Design bounce_rect_engine, sky130hd; sources not shown.
==> run_1/density.png <==
Drawn at 3 px/um. 10 x 11 tiles, from black (low) to pale yellow (high), 0 to 100% covered.
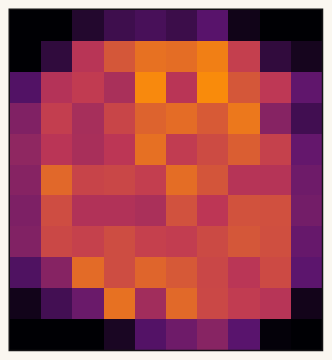
densest ninth of the die: center
mean over tiles: 41%
fullest tile: 75%
nearly empty tiles: 9.1%
Util after Layout: 52.6%
Init Core Util: 43.3%
Core Area: 9400 um^2

==> run_1/pins.png <==
Drawn at 3 px/um. Pins as bars across the die edge, other pins in gray.
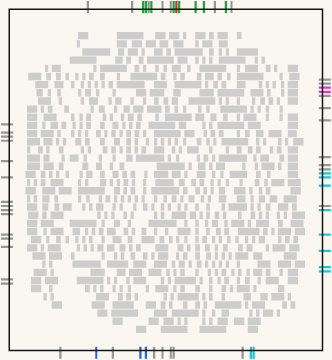
| color | port | pins | direction | edge |
|---|---|---|---|---|
| magenta | R | 2 | output | right |
| green | bounce_count | 8 | output | top |
| cyan | pix_y | 10 | input | 8 right, 2 bottom |
| blue | speed | 3 | input | bottom |
| red | pause | 1 | input | top |
all pins by edge: 19 right, 16 top, 15 left, 12 bottom
Die X: 104 um
die height: 113 um

==> run_1/final_clocks.png <==
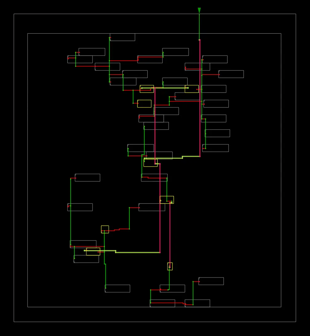
clock group power: 120 uW
skew final: 0.00615 ns
FFs & Latches: 34
worst skew pair latency: 0.30 ns
TritonCTS Buffers: 5

==> results.py, run 1 <==
# Generated from Yosys and OpenROAD reports
metrics = {
    "yosys": {
        "ys_chip_area_um2": 4070,
        "ys_cells": 610,
        "netlist-cell-type-count": 40,
        "synth-main-ff-cell": "dfrtp_1",
        "yosysTopAreaCell": "ha_1",
        "ys_seq_elements": 34,
        "area_leaders": "ha_1 17%, nand2_1 16%, dfrtp_1 15%",
        "simple_gate_area_share_pct": 35.6,
        "synthCells": 610,
        "logic_family": "simple AND/OR/NAND/NOR gates",
        "postSynthSeqShare_pct": 21.2,
        "yosys-mux-area-fraction_pct": 0,
    },
    "global_routing": {
        "grt_pass1_wl_um": 22000,
        "antenna_found_initial": 0,
        "grt_use_total_pct": 23.0,
        "busiest_layer": "met2",
        "grtUsageMet1_pct": 24.2,
        "grt_max_degree": 27,
        "grt_overflow_total": 0,
    },
    "clocking": {
        "cts_sinks": 34,
        "postCtsSetupBuffers": 0,
        "cts_hold_buf": 0,
        "clockBufferDepth": 2,
        "h-tree-depth": 2,
        "cts_resized": 0,
    },
    "flow_run": {
        "warnings": 37,
    },
    "worst_setup_path": {
        "cp.depth": 10,
        "worstPathMaxFanout": 6,
        "cp.buffers_inverters": 2,
        "slowest_stage": "clkdlybuf4s50_1",
        "cp_common_cell": "nand2_1",
        "crit_family": "buffers and inverters",
    },
    "outcome": {
        "outcome": "completed",
    },
    "final_layout": {
        "seq_share_pct": 17.5,
        "combAreaFraction_pct": 57.9,
        "inverters": 62,
        "layout.cells.non_filler": 797,
        "n_antenna_cell": 0,
        "logic_gates": 493,
    },
    "power": {
        "switchingPower_uw": 827,
        "p_comb_share_pct": 73.2,
        "cellPowerDensity_nw_per_um2": 310,
        "pwr-share-seq_pct": 18.9,
    },
    "placement": {
        "portBuffers": 61,
        "hpwl_um": 10600,
        "pre_cts_ws_ns": 1.26,
    },
    "route": {
        "routed.top_layer": "met4",
        "route.met2.wl_um": 6880,
        "avgRoutedWirePerCell_um": 16.1,
        "via_count": 4352,
        "drt_iter0_markers": 116,
        "vias_per_cell": 5.46,
    },
    "sta": {
        "period_minus_slack_ns": 8.07,
        "relSlewSlack_pct": 58.0,
        "post-route-period-util_pct": 86.3,
        "final_hold_viol_count": 0,
        "worst_pin_slew_ns": 0.629,
        "whs_ns": 0.537,
    },
    "floorplanning": {
        "ios": 62,
        "nWellTaps": 117,
    },
    "hold_path": {
        "hp-class": "reg2reg",
    },
}
[run 1: power by group through the flow]
stage	clock network (uW)	logic (uW)	registers, uW
CTS	124	1130	290
finish	120	1120	290
detailed placement	0	1120	292
global placement	0	1050	290
floorplan	0	742	294
global route	131	1280	301
[run 1: kinds of logic (layout without fill, tap and decap cells)]
family	Yosys count	count (layout)
simple gates	332	332
buf+inv	83	153
xor+xnor	22	22
fa+ha+maj	59	59
flops	34	34
compound gates	80	80
[run 1: placed cells by master (no fill, tap or decap), types with 17 or more instances in the layout]
| cell type | count |
|---|---|
| nand2_1 | 179 |
| inv_1 | 59 |
| clkdlybuf4s50_1 | 60 |
| o21ai_0 | 30 |
| nor2_1 | 67 |
| a21oi_1 | 27 |
| xor2_1 | 17 |
| nand3_1 | 46 |
| ha_1 | 55 |
| dfrtp_1 | 25 |
## Run 2: what changed since run 1
--- a/config.mk
+++ b/config.mk
@@ -10,12 +10,13 @@
 export CELL_PAD_IN_SITES_GLOBAL_PLACEMENT = 1
 export CORE_ASPECT_RATIO = 1.1
 export CORE_MARGIN = 5
-export CORE_UTILIZATION = 42
+export CORE_UTILIZATION = 39
 export CTS_CLUSTER_SIZE = 8
 export DETAILED_ROUTE_END_ITERATION = 10
 export GPL_TIMING_DRIVEN = 0
 export MAX_ROUTING_LAYER = met4
-export PLACE_DENSITY = 0.93
+export PLACE_DENSITY = 0.87
+export SETUP_SLACK_MARGIN = 0.2
 export SLEW_MARGIN = 30
 export SYNTH_ARGS = -nofsm -noshare
 export SYNTH_HDL_FRONTEND = slang
==> constraint.sdc (replaced) <==
create_clock -name clk -period 8.68 [get_ports clk]
set_input_delay 2.604 -clock clk [delete_from_list [all_inputs] [get_ports clk]]
set_output_delay 2.604 -clock clk [all_outputs]
set_load 0.01 [all_outputs]
==> run_2/metal_stack.png <==
Drawn at 2 px/um.
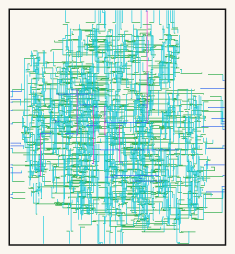
| color | layer | wire length |
|---|---|---|
| blue | met3 | 258 um |
| green | met1 | 5530 um |
| magenta | met4 | 161 um |
| cyan | met2 | 7120 um |
WL per Instance: 15.9 um
Total GRT Usage: 22.3%
drt total wl: 13100 um

==> run_2/cell_classes.png <==
Drawn at 2 px/um.
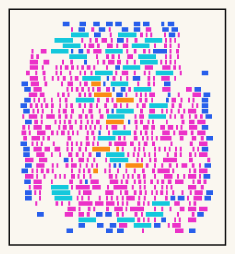
| color | class | cells |
|---|---|---|
| orange | clock drivers and dummy loads | 8 |
| magenta | all other logic | 555 |
| blue | other buffers and delay cells | 83 |
| cyan | flops | 34 |
Core Area: 10300 um^2
Seq/total area: 17.1%

==> results.py, run 2 <==
# Generated from Yosys and OpenROAD reports
metrics = {
    "outcome": {
        "outcome": "completed",
    },
    "clocking": {
        "h-tree-depth": 2,
        "cts_sinks": 34,
        "clockBufferDepth": 2,
        "postCtsSetupBuffers": 0,
        "cts_resized": 0,
        "cts_made_buffers": 5,
        "cts_hold_buf": 0,
        "insertion_delay_ns": 0.28,
    },
    "final_layout": {
        "area_growth_pct": 23.5,
        "nNetsFinal": 766,
        "layout.cells.non_filler": 823,
        "final_cell_mix": "179 x nand2_1, 67 x nor2_1, 60 x clkdlybuf4s50_1",
        "n_antenna_cell": 0,
        "layout_top_cell": "nand2_1",
        "fin_util_pct": 48.8,
    },
    "worst_setup_path": {
        "worstPathMaxFanout": 6,
        "crit_type": "in2out",
        "endpoint_kind": "output port",
    },
    "sta": {
        "setup-tns-final_ns": 0,
        "fin_skew_ns": 0.00687,
        "whs_ns": 0.543,
        "setup_viol": 0,
        "worst_pin_slew_ns": 0.639,
        "relSlewSlack_pct": 57.4,
        "post-route-period-util_pct": 90.0,
        "period_minus_slack_ns": 7.82,
        "final_hold_viol_count": 0,
    },
    "global_routing": {
        "grt_use_met2_pct": 43.4,
        "gr-usage-met3_pct": 1.37,
        "grt_overflow_total": 0,
        "grt_max_degree": 23,
        "busiest_layer": "met2",
        "grtUsageMet1_pct": 25.2,
        "antenna_found_initial": 0,
        "grt_pass1_wl_um": 22200,
    },
    "yosys": {
        "yosysTopAreaCell": "ha_1",
        "ys_cells": 610,
        "top_cell": "nand2_1",
        "area_leaders": "ha_1 17%, nand2_1 16%, dfrtp_1 15%",
        "ys_seq_elements": 34,
        "synth-main-ff-cell": "dfrtp_1",
        "netlist-cell-type-count": 40,
        "synthCells": 610,
        "ys_chip_area_um2": 4070,
        "postSynthSeqShare_pct": 21.2,
        "synth_area_per_cell_um2": 6.68,
    },
    "placement": {
        "dp.cells": 815,
        "hpwl_um": 10700,
        "pre_cts_ws_ns": 0.839,
        "portBuffers": 61,
    },
    "route": {
        "drt-met1-wl_um": 5530,
        "vias_per_cell": 5.26,
        "route.detailed.drc": 0,
        "antenna_left": 0,
        "via_count": 4333,
        "route.met2.wl_um": 7120,
        "routed.top_layer": "met4",
        "drt_iter0_markers": 146,
    },
    "power": {
        "p_comb_share_pct": 70.8,
        "pg_clk_uw": 182,
        "p_sw_share_pct": 52.7,
        "irDropWorstVdd_uv": 165,
        "power_leader": "combinational logic",
        "switchingPower_uw": 902,
        "cellPowerDensity_nw_per_um2": 341,
        "pwr-share-seq_pct": 18.5,
        "powerComb_uw": 1210,
        "p_seq_uw": 317,
    },
    "floorplanning": {
        "initCoreUtil_pct": 39.6,
        "dieHeight_um": 117,
        "ios": 62,
        "die_area_um2": 12600,
        "die_x_um": 107,
    },
    "flow_run": {
        "warnings": 37,
    },
    "hold_path": {
        "hp-class": "reg2reg",
    },
}
run 2: kinds of logic after synthesis:
kind of cell,Yosys count,synth area share (%)
flip-flops,34,21.2
AND/OR/NAND/NOR,332,35.6
buffers and inverters,83,8.63
XOR/XNOR,22,4.92
adder cells (fa/ha/maj),59,18.9
AND-OR/OR-AND,80,10.8
run 2: cell type report:
class	instances	share of cell area, %
multi-input combinational	493	56.9
sequential	34	17.1
timing repair buffer	62	12.4
inverter	62	4.63
tap	143	3.56
clock buffer	6	2.76
buffer	21	2.36
clock inverter	2	0.249
run 2: worst max-delay path, cell delays in order:
cell and delay (ns):
clkdlybuf4s50_1 0.44, ha_1 0.32, nand2_1 0.09, nor4_1 0.28, nand3_1 0.14, o2111ai_1 0.16
nand2_1 0.12, nand3b_1 0.30, nor2_1 0.18, clkdlybuf4s50_1 0.59
No activity file was given, so power comes from the tool's default toggle rates.
